<file path="config.mk">
export PLATFORM = sky130hd
export DESIGN_NAME = ahb3lite_interconnect_slave_arbiter_flat
export DESIGN_NICKNAME = d
export VERILOG_FILES = /design/src/rtl/ahb3lite_interconnect_slave_arbiter_pkg.sv /design/src/rtl/ahb3lite_interconnect_slave_arbiter_if.sv /design/src/rtl/ahb3lite_interconnect_slave_arbiter_rr_pick.sv /design/src/rtl/ahb3lite_interconnect_slave_arbiter.sv /design/src/flat_wrapper.sv
export SDC_FILE = /design/constraint.sdc
export NUM_CORES = 1
export LEC_CHECK = 0
export CAP_MARGIN = 25
export CORE_UTILIZATION = 42
export DETAILED_ROUTE_END_ITERATION = 8
export PLACE_DENSITY = 0.68
export SYNTH_ARGS = -nofsm -noshare
export SYNTH_HDL_FRONTEND = slang
export SYNTH_HIERARCHICAL = 1
export SYNTH_SLANG_ARGS = --single-unit
export TNS_END_PERCENT = 100
</file>
<file path="constraint.sdc">
create_clock -name HCLK -period 4.2 [get_ports HCLK]
set_input_delay 0.42 -clock HCLK [delete_from_list [all_inputs] [get_ports HCLK]]
set_output_delay 0.42 -clock HCLK [all_outputs]
set_load 0.005 [all_outputs]
</file>
<file path="src/rtl/ahb3lite_interconnect_slave_arbiter_pkg.sv">
// Shared AHB3-Lite switch types, priority limits and the one-hot to binary encoder.
// Pure declarations: no latency, no flow control.
package ahb3lite_pkg;

    localparam int   PRIO_W    = 3;
    localparam logic [PRIO_W-1:0] HPRIO_MAX = 3'd7;

    // Encoder width covers every master/slave count the switch is built with.
    localparam int   OH_MAX_W  = 32;
    localparam int   BIN_W     = 5;

    typedef logic [PRIO_W-1:0] hprio_t;

    // OR-reduction encoder: exact for one-hot input, zero for an all-zero vector.
    function automatic logic [BIN_W-1:0] onehot2bin(input logic [OH_MAX_W-1:0] oh);
        logic [BIN_W-1:0] b;
        b = '0;
        for (int i = 0; i < OH_MAX_W; i++) begin
            if (oh[i]) begin
                b = b | BIN_W'(i);
            end
        end
        return b;
    endfunction

endpackage

</file>
<file path="src/rtl/ahb3lite_interconnect_slave_arbiter_if.sv">
// Request/grant bundle between the master ports and one slave-port arbiter.
// Wires only: no latency; backpressure is carried by slv_HREADY.
interface ahb3lite_interconnect_slave_arbiter_if #(
    parameter  int MASTERS     = 3,
    localparam int MASTER_BITS = (MASTERS > 1) ? $clog2(MASTERS) : 1
) ();
    import ahb3lite_pkg::*;

    logic   [MASTERS-1:0]     mst_HSEL;
    hprio_t [MASTERS-1:0]     mst_priority;
    logic   [MASTERS-1:0]     mst_can_switch;
    logic                     slv_HREADY;
    logic   [MASTERS-1:0]     master_granted;
    logic   [MASTER_BITS-1:0] master_sel;
    logic                     grant_valid;

    modport master (
        output mst_HSEL, mst_priority, mst_can_switch, slv_HREADY,
        input  master_granted, master_sel, grant_valid
    );

    modport slave (
        input  mst_HSEL, mst_priority, mst_can_switch, slv_HREADY,
        output master_granted, master_sel, grant_valid
    );

endinterface

</file>
<file path="src/rtl/ahb3lite_interconnect_slave_arbiter_rr_pick.sv">
// Combinational round-robin pick: first requester strictly after ptr, wrapping, ptr last.
// Zero latency; no flow control (gnt is all-zero when req is all-zero).
module ahb3lite_interconnect_rr_pick
    import ahb3lite_pkg::*;
#(
    parameter  int N  = 3,
    localparam int PW = (N > 1) ? $clog2(N) : 1
) (
    input  logic [N-1:0]  req,
    input  logic [PW-1:0] ptr,
    output logic [N-1:0]  gnt,
    output logic [PW-1:0] gnt_idx
);

    logic              found;
    logic [PW-1:0]     j;
    logic [BIN_W-1:0]  idx_full;

    always_comb begin
        gnt   = '0;
        found = 1'b0;
        j     = '0;
        for (int k = 1; k <= N; k++) begin
            j = PW'((int'(ptr) + k) % N);
            if (!found && req[j]) begin
                gnt[j] = 1'b1;
                found  = 1'b1;
            end
        end
    end

    always_comb begin
        idx_full = onehot2bin(OH_MAX_W'(gnt));
        gnt_idx  = idx_full[PW-1:0];
    end

endmodule

</file>
<file path="src/rtl/ahb3lite_interconnect_slave_arbiter.sv">
// Per-slave arbiter: highest-priority requester wins, ties rotate round-robin; grant registered.
// One-cycle request-to-grant latency; grant frozen while slv_HREADY is low or the owner forbids a switch.
module ahb3lite_interconnect_slave_arbiter
    import ahb3lite_pkg::*;
#(
    parameter  int MASTERS     = 3,
    localparam int MASTER_BITS = (MASTERS > 1) ? $clog2(MASTERS) : 1
) (
    input  logic HCLK,
    input  logic HRESETn,
    ahb3lite_interconnect_slave_arbiter_if.slave bus
);

    logic [MASTERS-1:0]     owner_q,  owner_d;
    logic [MASTER_BITS-1:0] rr_ptr_q, rr_ptr_d;
    logic [MASTER_BITS-1:0] sel_q,    sel_d;

    hprio_t                 max_prio;
    logic [MASTERS-1:0]     cand;
    logic [MASTERS-1:0]     win_oh;
    logic [MASTER_BITS-1:0] win_idx;

    logic grant_valid;
    logic owner_req;
    logic owner_cs;
    logic any_req;
    logic sw;

    // Only requesters take part in the maximum, so an idle high-priority port cannot mask others.
    always_comb begin
        max_prio = '0;
        for (int m = 0; m < MASTERS; m++) begin
            if (bus.mst_HSEL[m] && (bus.mst_priority[m] > max_prio)) begin
                max_prio = bus.mst_priority[m];
            end
        end
    end

    always_comb begin
        cand = '0;
        for (int m = 0; m < MASTERS; m++) begin
            cand[m] = bus.mst_HSEL[m] && (bus.mst_priority[m] == max_prio);
        end
    end

    ahb3lite_interconnect_rr_pick #(
        .N (MASTERS)
    ) u_rr_pick (
        .req     (cand),
        .ptr     (rr_ptr_q),
        .gnt     (win_oh),
        .gnt_idx (win_idx)
    );

    assign grant_valid = |owner_q;
    assign owner_req   = |(owner_q & bus.mst_HSEL);
    assign owner_cs    = |(owner_q & bus.mst_can_switch);
    assign any_req     = |bus.mst_HSEL;
    assign sw          = bus.slv_HREADY & (~grant_valid | ~owner_req | owner_cs);

    // With no requester the bus parks: ownership drops but the select keeps the last owner.
    always_comb begin
        owner_d  = owner_q;
        rr_ptr_d = rr_ptr_q;
        sel_d    = sel_q;
        if (sw) begin
            if (any_req) begin
                owner_d  = win_oh;
                rr_ptr_d = win_idx;
                sel_d    = win_idx;
            end else begin
                owner_d  = '0;
            end
        end
    end

    always_ff @(posedge HCLK or negedge HRESETn) begin
        if (!HRESETn) begin
            owner_q  <= '0;
            rr_ptr_q <= MASTER_BITS'(MASTERS - 1);
            sel_q    <= '0;
        end else begin
            owner_q  <= owner_d;
            rr_ptr_q <= rr_ptr_d;
            sel_q    <= sel_d;
        end
    end

    assign bus.master_granted = owner_q;
    assign bus.master_sel     = sel_q;
    assign bus.grant_valid    = grant_valid;

endmodule

</file>
<file path="src/flat_wrapper.sv">
// flat-port wrapper written by rule: the top's interface ports become plain ports
module ahb3lite_interconnect_slave_arbiter_flat import ahb3lite_pkg::*;
#(
    parameter  int MASTERS     = 3,
    localparam int MASTER_BITS = (MASTERS > 1) ? $clog2(MASTERS) : 1
)
  (HCLK, HRESETn, bus_mst_HSEL, bus_mst_priority, bus_mst_can_switch, bus_slv_HREADY, bus_master_granted, bus_master_sel, bus_grant_valid);
  ahb3lite_interconnect_slave_arbiter_if #(.MASTERS(MASTERS)) bus_i ();
  input  logic HCLK;
  input  logic HRESETn;
  input wire logic [$bits(bus_i.mst_HSEL)-1:0] bus_mst_HSEL;
  input wire logic [$bits(bus_i.mst_priority)-1:0] bus_mst_priority;
  input wire logic [$bits(bus_i.mst_can_switch)-1:0] bus_mst_can_switch;
  input wire logic [$bits(bus_i.slv_HREADY)-1:0] bus_slv_HREADY;
  output wire logic [$bits(bus_i.master_granted)-1:0] bus_master_granted;
  output wire logic [$bits(bus_i.master_sel)-1:0] bus_master_sel;
  output wire logic [$bits(bus_i.grant_valid)-1:0] bus_grant_valid;
  assign bus_i.mst_HSEL = bus_mst_HSEL;
  assign bus_i.mst_priority = bus_mst_priority;
  assign bus_i.mst_can_switch = bus_mst_can_switch;
  assign bus_i.slv_HREADY = bus_slv_HREADY;
  assign bus_master_granted = bus_i.master_granted;
  assign bus_master_sel = bus_i.master_sel;
  assign bus_grant_valid = bus_i.grant_valid;
  ahb3lite_interconnect_slave_arbiter #(.MASTERS(MASTERS)) u_core (.HCLK(HCLK), .HRESETn(HRESETn), .bus(bus_i));
endmodule
</file>
### Met1 routing, run 1

Scale bar: 20 microns.
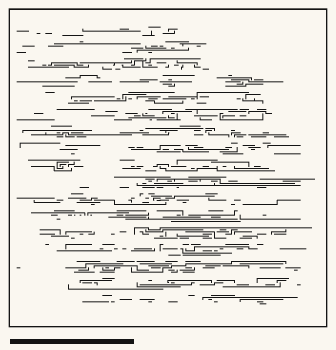
wire length on this layer: 1,280 microns
longest straight run: 26.2 microns

### The metal 2 layer, run 1

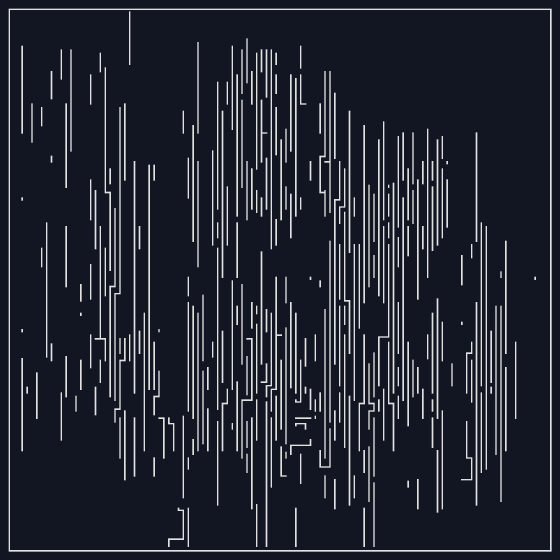
nets with wire on the layer: 179
longest straight run: 22.8 microns

### M3 wires, run 1

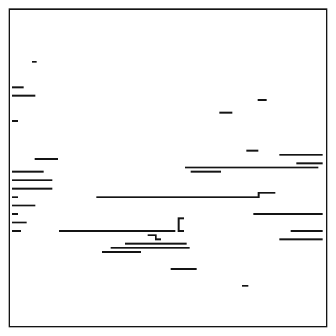
wire length on this layer: 184 microns
longest straight run: 26.0 microns
nets with wire on the layer: 27
main direction: horizontal
share of all routed wire: 5.9%

==> run_results.csv, run 1 <==
group,metric,value,unit
die,die_area,2590,sq um
final_timing,fin_crit_sh,0.971,
clock_tree,postCtsSetupBuffers,0,
run_status,status,"finished, final reports clean",
setup_path,critPathSlowestCell,"clkdlybuf4s50_1",
yosys,synthDistinctLibCells,50,
setup_path,crit_buf_inv,3,
grt,grt_max_degree,10,
grt,overflow,0,
yosys,muxShareOfSynthArea,0.0637,
cells_and_area,syn_to_final_growth,56.3,%
cells_and_area,flops,6,
setup_path,worstSetupStartpointType,"input pin",
yosys,yosysCellCount,121,
yosys,synthSimpleGateAreaFrac,0.181,
die,core-area,2230,sq um
clock_tree,cts_buffers,3,
cells_and_area,drive_above_1_share,0.359,
clock_tree,clock-root-buffer,"clkbuf_4",
yosys,synth_area,1000,sq um
routing,vias,1156,
job,openroad.warnings,29,
die,fp_util,0.449,
final_timing,fin_crit,4.08,ns
clock_tree,cts.htree.levels,1,
final_timing,setup_viol,0,
min_path,hp-class,"in2async",
setup_path,worstPathCellList,"clkdlybuf4s50_1 -> nand2_1 -> inv_1 -> ha_1 -> and3b_2 -> o211a_4 -> a21oi_4 -> ha_4 -> o211ai_1 -> nor2_4 -> buf_6 -> a21oi_2 -> a32oi_1 -> a211oi_2 -> mux2i_1 -> o22ai_1 -> o211ai_1 -> o22ai_2 -> mux2_4",
clock_tree,ctsResizeCount,4,
cells_and_area,layout_top_cell,"buf_4",
yosys,yosys.area_share.aoi,0.328,
setup_path,crit_path_max_incr_delay,0.50,ns
power_and_ir_drop,max-vdd-ir-drop,0.329,mV
routing,highest_layer,"met4",
placed_design,dpl.hpwl,2160,microns
cells_and_area,clkbuf_count,4,
routing,drc,0,
final_timing,fmax,245,MHz
routing,first_pass_iters,4,
run 1: flip-flops by register name, indices dropped and copies added (netlist names):
register and cells:
u_core/bus.master_granted 3, u_core/bus.master_sel 1, u_core/rr_ptr_q 2
run 1: power by group through the flow:
| stage | Sequential (mW) | Clock [mW] | Combinational (mW) |
|---|---|---|---|
| finish | 0.0975 | 0.0575 | 0.354 |
| global route | 0.101 | 0.0617 | 0.383 |
| CTS | 0.0983 | 0.0596 | 0.306 |
| detailed placement | 0.0984 | 0 | 0.301 |
| global placement | 0.0972 | 0 | 0.294 |
| floorplan | 0.0944 | 0 | 0.197 |
run 1: worst max path at each step:
stage,startpoint,endpoint,slack [ns]
global placement,bus_mst_HSEL[0],u_core/bus.master_sel[1]$_DFFE_PN0P_,-0.30
finish,bus_mst_priority[0],u_core/bus.master_sel[1]$_DFFE_PN0P_,0.12
floorplan,bus_mst_priority[1],u_core/bus.master_sel[1]$_DFFE_PN0P_,0.20
detailed placement,bus_mst_HSEL[0],u_core/rr_ptr_q[0]$_DFFE_PN0P_,-0.38
global route,bus_mst_priority[2],u_core/bus.master_sel[1]$_DFFE_PN0P_,-0.05
CTS,bus_mst_HSEL[0],u_core/rr_ptr_q[0]$_DFFE_PN0P_,0.02
run 1: cell usage after synthesis (2+ instances only):
cell,instances
o211ai_1,3
a21oi_1,6
mux2i_1,3
a32oi_1,2
nor2b_1,2
dfrtp_1,5
nor2_1,2
nand2_1,13
o21ai_0,7
nand3_1,6
mux2_2,3
xnor2_1,4
a22o_1,3
inv_1,8
buf_4,3
xor2_1,5
o22ai_1,3
ha_1,10
o311ai_0,2
### Port wiring, run 1

Scale bar: 20 microns.
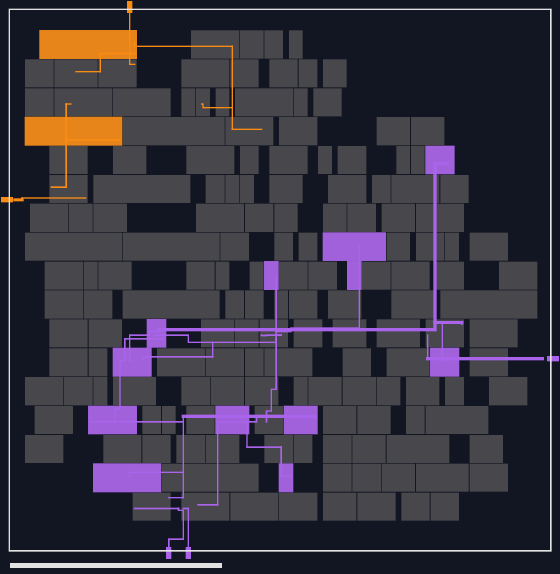

--- run 2 (diff from run 1) ---
--- a/config.mk
+++ b/config.mk
@@ -8,6 +8,7 @@
 export CAP_MARGIN = 25
 export CORE_UTILIZATION = 42
 export DETAILED_ROUTE_END_ITERATION = 8
+export HOLD_SLACK_MARGIN = 0.12
 export PLACE_DENSITY = 0.68
 export SYNTH_ARGS = -nofsm -noshare
 export SYNTH_HDL_FRONTEND = slang
==> constraint.sdc (replaced) <==
create_clock -name HCLK -period 5.1 [get_ports HCLK]
set_input_delay 0.51 -clock HCLK [delete_from_list [all_inputs] [get_ports HCLK]]
set_output_delay 0.51 -clock HCLK [all_outputs]
set_load 0.005 [all_outputs]
### Port wiring, run 2

Scale bar: 20 microns.
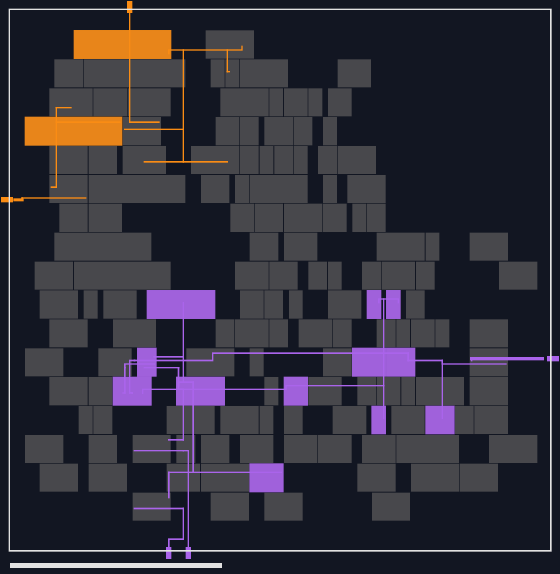
| color | port | direction | edge | end cells | buffers | wire |
|---|---|---|---|---|---|---|
| orange | bus_master_sel | output | 1 north, 1 west | 2 | 2 | 68.9 microns |
| purple | bus_mst_HSEL | input | 2 south, 1 east | 12 | 3 | 164 microns |

==> run 2 against run 1 <==
Against the previous run: register-to-register slack better by 0.89 ns; largest cell class unchanged; clock power is 21% lower; critical endpoint unchanged; global-route usage decreased by 3.7 points; largest power group unchanged; sequential share of layout area rose by 2.4 points; critical path type unchanged.
==> run_results.csv, run 2 <==
group,metric,value,unit
run_status,status,"finished, final reports clean",
clock_tree,cts_buffers,3,
cells_and_area,largest_reg_flops,3,
setup_path,worstSetupStartpointType,"input pin",
setup_path,worstPathCellList,"clkdlybuf4s50_1 -> and2_1 -> inv_1 -> ha_1 -> and3b_1 -> o211a_4 -> o21ai_0 -> ha_1 -> nand3_1 -> o211ai_1 -> nor2_1 -> o311ai_0 -> a211oi_1 -> mux2i_1 -> o22ai_1 -> o211ai_1 -> o22ai_1 -> mux2_2",
clock_tree,postCtsSetupBuffers,0,
min_path,hp-class,"in2async",
yosys,synthSimpleGateAreaFrac,0.181,
die,die_area,2590,sq um
yosys,top_cells_by_count,"nand2_1, ha_1, inv_1",
yosys,synth_area,1000,sq um
clock_tree,ctsResizeCount,0,
yosys,synthDistinctLibCells,50,
final_timing,setup_viol,0,
setup_path,critPathSlowestCell,"clkdlybuf4s50_1",
routing,first_pass_iters,4,
yosys,muxShareOfSynthArea,0.0637,
power_and_ir_drop,clk-power,0.0452,mW
job,openroad.warnings,29,
yosys,yosysCellCount,121,
routing,drc,0,
final_timing,fin_crit,4.67,ns
setup_path,crit_buf_inv,2,
power_and_ir_drop,power.group.top,"combinational cells",
grt,overflow,0,
grt,grt_max_degree,10,
power_and_ir_drop,powerSeq,0.0804,mW
==> run 2: netlist changes by cell type in the layout (fill, tap and decap cells not counted), sizes merged <==
cell / previous run / this run
buf: 25 / 1
clkdlybuf4s50: 21 / 23
dlymetal6s2s: 2 / 0
==> run 2: cells by family after synthesis <==
logic type               count (synthesis)
AND-OR/OR-AND                           42
AND/OR/NAND/NOR                         34
adder cells (fa/ha/maj)                 10
flip-flops                               6
multiplexers                             6
buffers and inverters                   14
XOR/XNOR                                 9
==> run 2: how the worst max path moves through the flow <==
stage / start / to / slack [ns]
finish: bus_mst_HSEL[0] / u_core/bus.master_sel[1]$_DFFE_PN0P_ / 0.43
global route: bus_mst_HSEL[0] / u_core/bus.master_sel[1]$_DFFE_PN0P_ / 0.11
CTS: bus_mst_HSEL[0] / u_core/rr_ptr_q[1]$_DFFE_PN1P_ / 0.48
detailed placement: bus_mst_HSEL[0] / u_core/bus.master_sel[1]$_DFFE_PN0P_ / 0.25
global placement: bus_mst_HSEL[0] / u_core/bus.master_sel[1]$_DFFE_PN0P_ / 0.24
floorplan: bus_mst_priority[1] / u_core/bus.master_sel[1]$_DFFE_PN0P_ / 1.01
==> run 2: through the flow <==
| stage | instances | cell area [sq um] |
|---|---|---|
| 2_1_floorplan | 121 | 1000 |
| 3_3_place_gp | 167 | 1230 |
| 3_5_place_dp | 167 | 1230 |
| 4_1_cts | 171 | 1260 |
| 5_1_grt | 171 | 1260 |
| 6_report | 171 | 1260 |
==> run 2: layer usage <==
layer / track usage / part of all wire / vias up / wire (microns)
met2: 0.360 / 0.49 / 29 / 1110
met3: 0.0268 / 0.034 / 0 / 78
met1: 0.246 / 0.48 / 455 / 1090
met4: 0.0417 / 0 / 0 / 0
met5: 0 / 0 / - / 0
li1: - / - / 498 / -
Power and IR drop assume default switching activity.
